### Supply network, run 1

Scale bar: 20 um. Pins as bars on the die edge. Tap cells in gray.
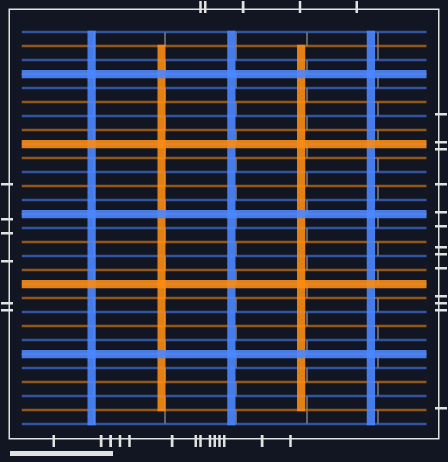
### Placement by cell class, run 1

Scale bar: 20 um.
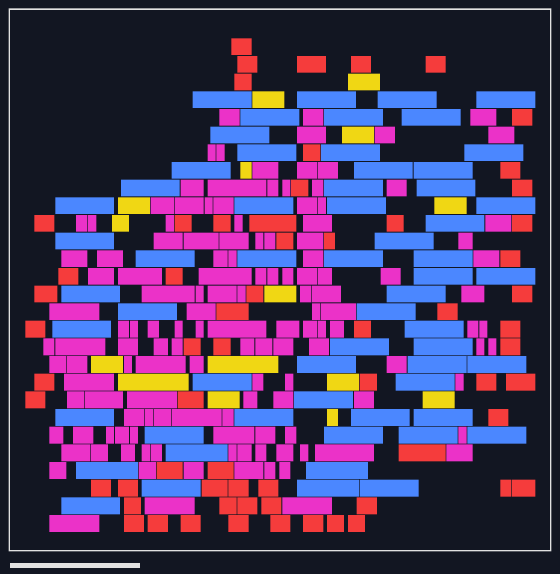
### Clock distribution, run 1

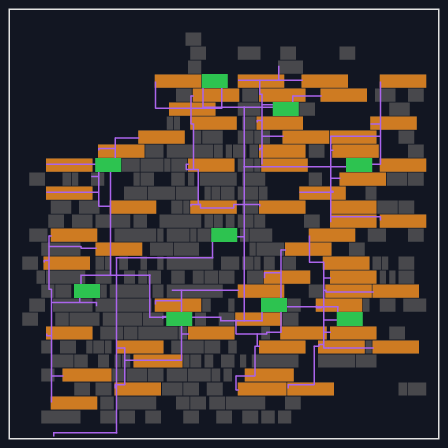
<file path="config.mk">
export PLATFORM = sky130hd
export DESIGN_NAME = mxm_seq_ctrl
export DESIGN_NICKNAME = d
export VERILOG_FILES = /design/src/rtl/mxm_seq_ctrl.sv
export SDC_FILE = /design/constraint.sdc
export NUM_CORES = 1
export LEC_CHECK = 0
export CAP_MARGIN = 20
export CORE_MARGIN = 2
export CORE_UTILIZATION = 40
export DETAILED_ROUTE_END_ITERATION = 6
export GPL_TIMING_DRIVEN = 0
export MAX_ROUTING_LAYER = met4
export PLACE_DENSITY = 0.67
export SLEW_MARGIN = 5
export SYNTH_ARGS = -nofsm -noshare
export SYNTH_HDL_FRONTEND = slang
export SYNTH_SLANG_ARGS = --single-unit
</file>
<file path="constraint.sdc">
create_clock -name clk -period 1.6 [get_ports clk]
set_input_delay 0.32 -clock clk [delete_from_list [all_inputs] [get_ports clk]]
set_output_delay 0.32 -clock clk [all_outputs]
set_load 0.02 [all_outputs]
</file>
<file path="src/rtl/mxm_seq_ctrl.sv">
// Loop/address sequencer for the 8x8 matrix-multiply datapath: operand reads, MAC strobes, result writes.
// Optional build macro MXM_SEQ_PAUSE_EN adds a pause input that stalls read issue during a run.
module mxm_seq_ctrl #(
    parameter int N      = 8,
    parameter int AW     = 6,
    parameter int RD_LAT = 1,
    parameter int CW     = 11
) (
    input  logic          clk,
    input  logic          rst_n,
    input  logic          start,
`ifdef MXM_SEQ_PAUSE_EN
    input  logic          pause,
`endif
    output logic          busy,
    output logic          done,
    output logic [CW-1:0] clock_count,
    output logic          rd_en,
    output logic [AW-1:0] a_addr,
    output logic [AW-1:0] b_addr,
    output logic          mac_en,
    output logic          mac_clr,
    output logic          c_we,
    output logic [AW-1:0] c_addr
);
    localparam int LW = $clog2(N);
    localparam logic [LW-1:0] L_ZERO = {LW{1'b0}};
    localparam logic [LW-1:0] L_ONE  = {{(LW-1){1'b0}}, 1'b1};
    localparam logic [LW-1:0] L_MAX  = {LW{1'b1}};
    localparam logic [CW-1:0] C_ZERO = {CW{1'b0}};
    localparam logic [CW-1:0] C_ONE  = {{(CW-1){1'b0}}, 1'b1};
    localparam logic [CW-1:0] C_MAX  = {CW{1'b1}};
    localparam logic [AW-1:0] A_ZERO = {AW{1'b0}};
    localparam logic [AW-1:0] A_MAX  = {AW{1'b1}};

    typedef enum logic [1:0] {
        IDLE  = 2'd0,
        ISSUE = 2'd1,
        DRAIN = 2'd2,
        FIN   = 2'd3
    } state_t;

    state_t        state_r;
    logic [LW-1:0] i_r, j_r, k_r;
    logic          start_q_r;
    logic          busy_r;
    logic          done_r;
    logic [CW-1:0] count_r;
    logic [AW-1:0] a_addr_r, b_addr_r;
    logic          c_we_r;
    logic [AW-1:0] c_addr_r;

    // Stage 0 is the read-issue register itself; stage RD_LAT lines up with RAM data.
    logic          pipe_v_r [0:RD_LAT];
    logic          pipe_f_r [0:RD_LAT];
    logic          pipe_l_r [0:RD_LAT];
    logic [AW-1:0] pipe_a_r [0:RD_LAT];

    logic pause_s;
    logic start_acc_s;
    logic issue_s;
    logic last_rd_s;
    logic wr_s;
    logic fin_wr_s;

    function automatic logic [CW-1:0] sat_inc(input logic [CW-1:0] v);
        if (v == C_MAX) begin
            return v;
        end else begin
            return v + C_ONE;
        end
    endfunction

`ifdef MXM_SEQ_PAUSE_EN
    assign pause_s = pause;
`else
    assign pause_s = 1'b0;
`endif

    // A run starts only on a fresh rising START seen in IDLE, never in the DONE cycle.
    assign start_acc_s = (state_r == IDLE) && start && !start_q_r && !done_r;
    assign issue_s     = (state_r == ISSUE) && !pause_s;
    assign last_rd_s   = (i_r == L_MAX) && (j_r == L_MAX) && (k_r == L_MAX);
    assign wr_s        = pipe_v_r[RD_LAT] && pipe_l_r[RD_LAT];
    assign fin_wr_s    = wr_s && (pipe_a_r[RD_LAT] == A_MAX);

    // Sequencer FSM: loop counters, read addresses, status flags and run-time counter
    always_ff @(posedge clk or negedge rst_n) begin
        if (!rst_n) begin
            state_r   <= IDLE;
            i_r       <= L_ZERO;
            j_r       <= L_ZERO;
            k_r       <= L_ZERO;
            start_q_r <= 1'b0;
            busy_r    <= 1'b0;
            done_r    <= 1'b0;
            count_r   <= C_ZERO;
            a_addr_r  <= A_ZERO;
            b_addr_r  <= A_ZERO;
        end else begin
            start_q_r <= start;
            case (state_r)
                IDLE: begin
                    done_r <= 1'b0;
                    if (start_acc_s) begin
                        state_r <= ISSUE;
                        count_r <= C_ZERO;
                        i_r     <= L_ZERO;
                        j_r     <= L_ZERO;
                        k_r     <= L_ZERO;
                    end else begin
                        state_r <= IDLE;
                    end
                end
                ISSUE: begin
                    busy_r  <= 1'b1;
                    count_r <= sat_inc(count_r);
                    if (issue_s) begin
                        a_addr_r <= {k_r, j_r};
                        b_addr_r <= {i_r, k_r};
                        k_r      <= k_r + L_ONE;
                        if (k_r == L_MAX) begin
                            j_r <= j_r + L_ONE;
                            if (j_r == L_MAX) begin
                                i_r <= i_r + L_ONE;
                            end else begin
                                i_r <= i_r;
                            end
                        end else begin
                            j_r <= j_r;
                        end
                        if (last_rd_s) begin
                            state_r <= DRAIN;
                        end else begin
                            state_r <= ISSUE;
                        end
                    end else begin
                        a_addr_r <= A_ZERO;
                        b_addr_r <= A_ZERO;
                    end
                end
                DRAIN: begin
                    busy_r   <= 1'b1;
                    count_r  <= sat_inc(count_r);
                    a_addr_r <= A_ZERO;
                    b_addr_r <= A_ZERO;
                    if (fin_wr_s) begin
                        state_r <= FIN;
                    end else begin
                        state_r <= DRAIN;
                    end
                end
                FIN: begin
                    busy_r  <= 1'b0;
                    done_r  <= 1'b1;
                    state_r <= IDLE;
                end
                default: begin
                    busy_r  <= 1'b0;
                    done_r  <= 1'b0;
                    state_r <= IDLE;
                end
            endcase
        end
    end

    // Read-to-MAC delay line carrying element tags, plus the output-write register
    always_ff @(posedge clk or negedge rst_n) begin
        if (!rst_n) begin
            for (int s = 0; s <= RD_LAT; s++) begin
                pipe_v_r[s] <= 1'b0;
                pipe_f_r[s] <= 1'b0;
                pipe_l_r[s] <= 1'b0;
                pipe_a_r[s] <= A_ZERO;
            end
            c_we_r   <= 1'b0;
            c_addr_r <= A_ZERO;
        end else begin
            pipe_v_r[0] <= issue_s;
            pipe_f_r[0] <= issue_s && (k_r == L_ZERO);
            pipe_l_r[0] <= issue_s && (k_r == L_MAX);
            pipe_a_r[0] <= {i_r, j_r};
            for (int s = 1; s <= RD_LAT; s++) begin
                pipe_v_r[s] <= pipe_v_r[s-1];
                pipe_f_r[s] <= pipe_f_r[s-1];
                pipe_l_r[s] <= pipe_l_r[s-1];
                pipe_a_r[s] <= pipe_a_r[s-1];
            end
            c_we_r <= wr_s;
            if (wr_s) begin
                c_addr_r <= pipe_a_r[RD_LAT];
            end else begin
                c_addr_r <= c_addr_r;
            end
        end
    end

    assign busy        = busy_r;
    assign done        = done_r;
    assign clock_count = count_r;
    assign rd_en       = pipe_v_r[0];
    assign a_addr      = a_addr_r;
    assign b_addr      = b_addr_r;
    assign mac_en      = pipe_v_r[RD_LAT];
    assign mac_clr     = pipe_f_r[RD_LAT];
    assign c_we        = c_we_r;
    assign c_addr      = c_addr_r;

endmodule

</file>
==> results.cfg, run 1 <==
; generated from flow reports
[min_path]
holdCritStartpoint = pipe_a_r[6]$_DFF_PN0_
hp-class = reg2reg

[power_and_ir_drop]
power.internal_uw = 2420
peakVddDrop_mv = 0.831
power_frac_comb = 0.018
p_leak_uw = 0.00171
power-top-group = sequential cells
p_sw_uw = 599

[synthesis]
syn_avg_cell_area_sq_um = 12.4
top_area_frac = 0.589
ys_cells = 203
ys.flop_type = dfrtp_1
ys_seq_frac = 0.589
yosysMostFrequentCell = dfrtp_1
edf_count = 0
yosys.area.top_type = dfrtp_1

[sta]
finalWorstSetupSlack_ns = -0.0361
fin_crit_sh = 1.02
finalHoldWorstSlack_ns = 0.345
finalSetupTns_ns = -0.0440
setup_viol = 2

[drt]
drtAntennaViolNets = 0
wl_met2_um = 2710
wl_per_cell_um = 16.2
num_vias = 1860
viasPerCell = 5.34
m1WireLength_um = 2490
dr.pass1.iters = 4
dr.first_iter.drc_count = 78

[final_layout]
largestClassByArea = registers
fillers = 456
largest_reg_flops = 12
inv_count = 9
sh_comb_area = 0.330
layout_top_cells = dfrtp_1 (55), dlygate4sd2_1 (33), nand2_1 (20)
final-instance-count-excl-fill = 348
n_antenna_cell = 0
flop-count = 59
final_common_cell = dfrtp_1

[global_routing]
met1_usage = 0.221
grt_overflow = 0
grt-busiest-layer = met2
antenna_found_initial = 0
grt_pass1_wl_um = 8780
grt_pass1_vias = 1718
grt_usage = 0.168
grt_start_max_net_pins = 35

[cts]
cts.htree.levels = 3
numClockSinks = 59

[status]
violations = negative setup slack
run_status = complete, but fails checks

[setup_path]
worstPathCellList = inv_2 > ha_4 > buf_12 > mux2i_4 > buf_6 > o31ai_4 > o31ai_2
r2r-end = clock_count[3]$_DFFE_PN0P_
cpPeakStageDelay_ns = 0.39
endpoint = clock_count[3]$_DFFE_PN0P_

[job]
warnings = 33

[die]
fp_util = 0.419
die_area_sq_um = 6920
well_tap_count = 75

[placement]
dp_slack_ns = -0.425
dp_cells = 316
About 'Supply network':
legend:
  VSS:
    color: blue
  VDD:
    color: orange
signal pins: 38
met1 rails: 29
met5 straps: 5
tap cells: 75
rows: 28
Die Width: 83.2 um
die height: 83.2 um
area of the core: 5990 sq um

About 'Placement by cell class':
legend:
  sequential cells:
    color: blue
    cells: 59
  remaining buffers and delay cells:
    color: red
    cells: 63
  remaining logic cells:
    color: magenta
    cells: 136
  clock drivers and dummy loads:
    color: yellow
    cells: 15
post-layout util: 0.598
fin area: 3580 sq um
Seq area share: 0.414
num rows: 28

About 'Clock distribution':
legend:
  clock wires:
    color: purple
    length: 715 um
  flip-flops:
    color: orange
    count: 59
  clock-net drivers:
    color: green
    count: 9
flops lie: all over the die
worst clock skew: 0.00397 ns
clock latency on the worst-skew pair: 0.34 ns
Clk power: 1460 uW
Clock Power Share: 0.486

## run 1: critical path: cells and delay by family (launching register included)
| kind | cells | cell delay (ns) |
|---|---|---|
| fa+ha+maj | 1 | 0.17 |
| mux | 1 | 0.20 |
| flops | 1 | 0.39 |
| compound gates | 2 | 0.37 |
| buf+inv | 3 | 0.39 |
## run 1: timing repair
item,in CTS,in global routing
setup buffers,5,8
hold buffers,1,0
pin swaps,1,7
gates resized,54,46
endpoints found under the hold margin,24,0
gates cloned,2,1
setup endpoints to repair,63,18
## run 1: kinds of logic after synthesis
logic type,share of synthesized area
AOI/OAI and AO/OA,0.171
adders and majority gates,0.0649
buffers and inverters,0.0324
DFF,0.589
muxes,0.0449
and+or+nand+nor,0.0983
### Placement view, run 1

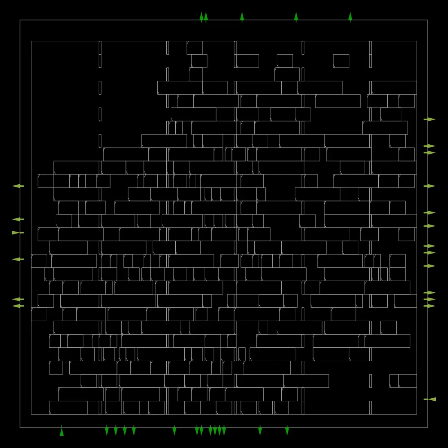

--- run 2 (diff from run 1) ---
--- a/config.mk
+++ b/config.mk
@@ -6,10 +6,9 @@
 export NUM_CORES = 1
 export LEC_CHECK = 0
 export CAP_MARGIN = 20
-export CORE_MARGIN = 2
 export CORE_UTILIZATION = 40
+export CTS_CLUSTER_SIZE = 16
 export DETAILED_ROUTE_END_ITERATION = 6
-export GPL_TIMING_DRIVEN = 0
 export MAX_ROUTING_LAYER = met4
 export PLACE_DENSITY = 0.67
 export SLEW_MARGIN = 5
### Placement view, run 2

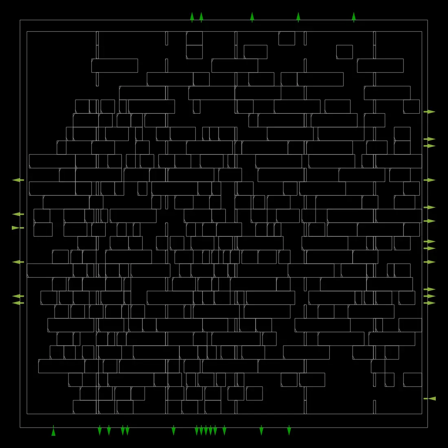
flop count: 59
# Taps: 75
post-layout util: 0.577
Seq area share: 0.428

### Clock distribution, run 2

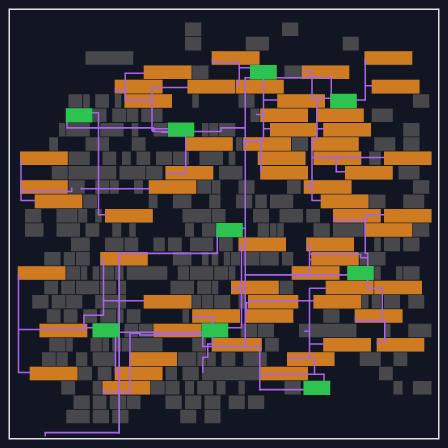
legend:
  clock-net drivers:
    color: green
    count: 9
  flip-flops:
    color: orange
    count: 59
  clock wires:
    color: purple
    length: 755 um
routed clock nets: 10
Clk power: 1520 uW
worst clock skew: 0.00583 ns
Clock Power Share: 0.497

==> results.cfg, run 2 <==
; generated from flow reports
[global_routing]
met1_usage = 0.238
grt_usage = 0.195
antenna_found_initial = 0
grt_pass1_wl_um = 8980
grt_overflow = 0
grt-busiest-layer = met2
grt_pass1_vias = 1889
grt_start_max_net_pins = 37

[setup_path]
reg2reg_slack_ns = 0.007
cp_slowest_cell = dfrtp_2
endpoint = clock_count[3]$_DFFE_PN0P_
worstPathCellList = ha_1 > nand3_2 > or2_1 > o211ai_4 > o31ai_1
crit_family = simple AND/OR/NAND/NOR gates
r2r-end = clock_count[3]$_DFFE_PN0P_
critPathLaunchType = flip-flop
cpPeakStageDelay_ns = 0.37
r2r.worst_path.cells = 5

[final_layout]
n_antenna_cell = 0
final-instance-count-excl-fill = 357
design_area_sq_um = 3460
final_common_cell = dfrtp_1
fillers = 523
largest_register = pipe_a_r
largest_reg_flops = 12

[synthesis]
ys_sh_mux = 0.0449
ys_seq_frac = 0.589
yosysWarnings = 0
synth.cellmix.compoundShare = 0.171
syn_avg_cell_area_sq_um = 12.4
xor_share = 0
edf_count = 0
yosysMostFrequentCell = dfrtp_1
top_area_frac = 0.589
ys_cells = 203
yosys.area.top_type = dfrtp_1
topCombFamilyByArea = AND-OR/OR-AND gates
simple_gate_share = 0.0983
synthAdderAreaFrac = 0.0649
async_reset_ff_frac = 1.00
ys.flop_type = dfrtp_1

[drt]
wl_per_cell_um = 15.4
num_vias = 1882
drtAntennaViolNets = 0
dr.first_iter.drc_count = 74
viasPerCell = 5.27
dr.pass1.iters = 4

[die]
die_area_sq_um = 6590
die_h_um = 81.2
core.rowCount = 28
fp_util = 0.419
die-width_um = 81.2
core-area_sq_um = 5990

[sta]
finalSetupTns_ns = 0
finalHoldWorstSlack_ns = 0.346
fin_crit_sh = 0.996
setup_viol = 0
finalWorstSetupSlack_ns = 0.00652

[job]
warnings = 32

[status]
run_status = completed

[power_and_ir_drop]
p_leak_uw = 0.00168
peakVddDrop_mv = 0.580

[cts]
post_cts_buffers = 0
numClockSinks = 59
cts.htree.levels = 3
cts_tree = built
worstSkewPairLatency_ns = 0.34
cts_buffer_depth = 2
ctsHoldBuffers = 1

[min_path]
hp-class = reg2reg
holdCritStartpoint = pipe_a_r[9]$_DFF_PN0_

[placement]
dp_slack_ns = -0.280
place_congestion = 0.795
placement.io_buffers = 37
dp_cells = 339
==> run 2: cell count changes in the layout (fill, tap and decap cells not counted), sizes merged <==
cell and change:
clkinvlp +1, clkbuf -2, buf +10
==> run 2: final cells by class <==
type                    count  area share
inverters                   9     0.00978
clock inverters             6      0.0257
clock buffers              10      0.0398
repair buffers             71       0.170
flip-flops and latches     59       0.428
well taps                  75      0.0272
multi-input cells         127       0.300
==> run 2: routing by layer <==
layer / wire length, um / vias up
met5: 0 / -
met1: 2470 / 925
met4: 93 / 0
met2: 2680 / 50
met3: 260 / 9
li1: - / 898
==> run 2: power by group <==
group | internal (uW) | total, uW | switching, uW
Sequential | 1490 | 1490 | 0.877
Clock | 917 | 1520 | 601
Combinational | 12.9 | 46.0 | 33.1
Total | 2420 | 3060 | 635
### Placement by cell class, run 2

Scale bar: 20 um.
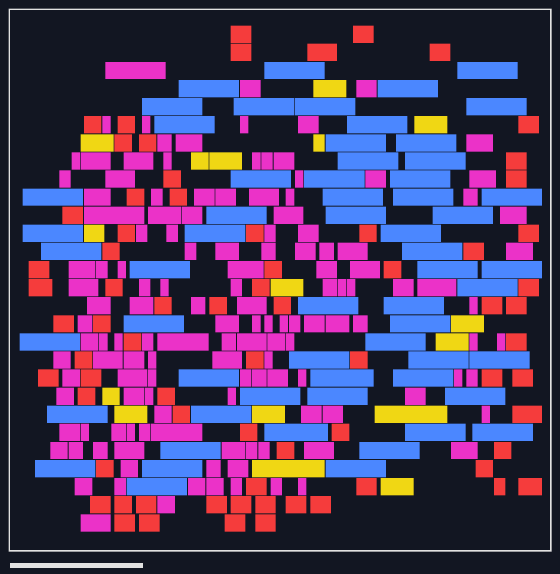

--- run 3 (diff from run 2) ---
--- a/config.mk
+++ b/config.mk
@@ -11,6 +11,8 @@
 export DETAILED_ROUTE_END_ITERATION = 6
 export MAX_ROUTING_LAYER = met4
 export PLACE_DENSITY = 0.67
+export REMOVE_ABC_BUFFERS = 1
+export SKIP_LAST_GASP = 1
 export SLEW_MARGIN = 5
 export SYNTH_ARGS = -nofsm -noshare
 export SYNTH_HDL_FRONTEND = slang
### Placement by cell class, run 3

Scale bar: 20 um.
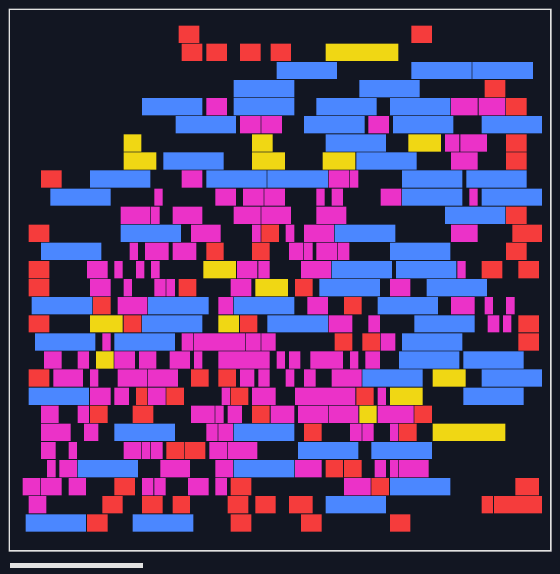
post-layout util: 0.569
Seq area share: 0.433
fin area: 3410 sq um

### Clock distribution, run 3

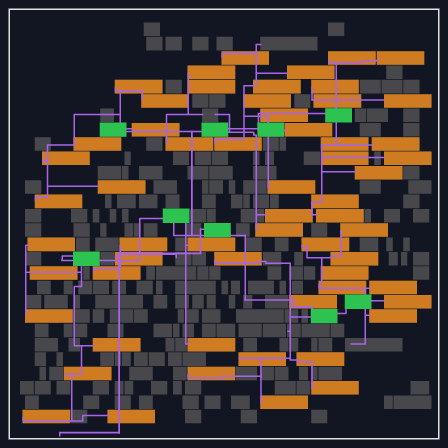
legend:
  clock-net drivers:
    color: green
    count: 9
  flip-flops:
    color: orange
    count: 59
  clock wires:
    color: purple
    length: 749 um
routed clock nets: 10
flops lie: all over the die
worst clock skew: 0.00942 ns
Clock Power Share: 0.496
Clk power: 1510 uW

==> results.cfg, run 3 <==
; generated from flow reports
[final_layout]
sh_comb_area = 0.301
buffers = 66
final_common_cell = dfrtp_1
largest_reg_flops = 12
final-instance-count-excl-fill = 352
clockNetworkAreaShare = 0.0657
flop-count = 59
nMultiInputCombCells = 127
inv_count = 9
largest_register = pipe_a_r
n_antenna_cell = 0

[synthesis]
topCombFamilyByArea = AND-OR/OR-AND gates
simple_gate_share = 0.0983
async_reset_ff_frac = 1.00
ys_seq_frac = 0.589
ys_cells = 203
syn_avg_cell_area_sq_um = 12.4
edf_count = 0
yosysMostFrequentCell = dfrtp_1
synthAdderAreaFrac = 0.0649
ys_sh_mux = 0.0449
yosys.area.top_type = dfrtp_1
synth.cellmix.compoundShare = 0.171

[global_routing]
grt_pass1_vias = 1766
grt_overflow = 0
grt_start_max_net_pins = 60
grt_usage = 0.180

[setup_path]
cpPeakStageDelay_ns = 0.49
r2r-end = clock_count[9]$_DFFE_PN0P_
crit_family = simple AND/OR/NAND/NOR gates
worstPathCellList = clkdlybuf4s50_1 > or3b_4 > nand2_2 > o211ai_2 > o41ai_1
critPathLaunchType = primary input
reg2reg_slack_ns = 0.08
r2r.worst_path.cells = 5

[drt]
viasPerCell = 5.19
drtAntennaViolNets = 0
dr.first_iter.drc_count = 79
wl_met2_um = 2390
m1WireLength_um = 2530
dr.pass1.iters = 4
wl_per_cell_um = 14.7
dr_wl_met3_um = 172
routed.top_layer = met4

[power_and_ir_drop]
peakVddDrop_mv = 0.628
p_leak_uw = 0.00166

[placement]
place_congestion = 0.781
placement.io_buffers = 37
dp_cells = 333

[min_path]
hp-class = reg2reg

[cts]
worstSkewPairLatency_ns = 0.34

[job]
warnings = 31

[die]
core.rowCount = 28
fp_util = 0.419
well_tap_count = 75
die_area_sq_um = 6590

[status]
run_status = completed

[sta]
finalHoldWorstSlack_ns = 0.344
fin_crit_sh = 0.969
finalSetupTns_ns = 0
finalWorstSetupSlack_ns = 0.0499
## run 3: repair_timing
| item | 4_1_cts | 5_1_grt |
|---|---|---|
| gates resized | 36 | 14 |
| pin swaps | 0 | 1 |
| hold buffers | 1 | 0 |
| endpoints found under the setup margin | 50 | 23 |
| gates cloned | 0 | 2 |
| endpoints found under the hold margin | 59 | 0 |
## run 3: where the power goes
part | internal (uW) | switching [uW] | total (uW) | leakage, uW
Clock | 886 | 628 | 1510 | 0.000102
Sequential | 1490 | 1.01 | 1490 | 0.000704
Combinational | 14.8 | 33.1 | 47.9 | 0.000858
Total | 2390 | 663 | 3060 | 0.00166
## run 3: per-layer routing
layer / track usage / vias up
met3: 0.0640 / 8
met5: - / -
met4: 0.0607 / 0
met1: 0.224 / 900
met2: 0.271 / 35
li1: - / 885
No activity file was given, so power comes from the tool's default toggle rates.
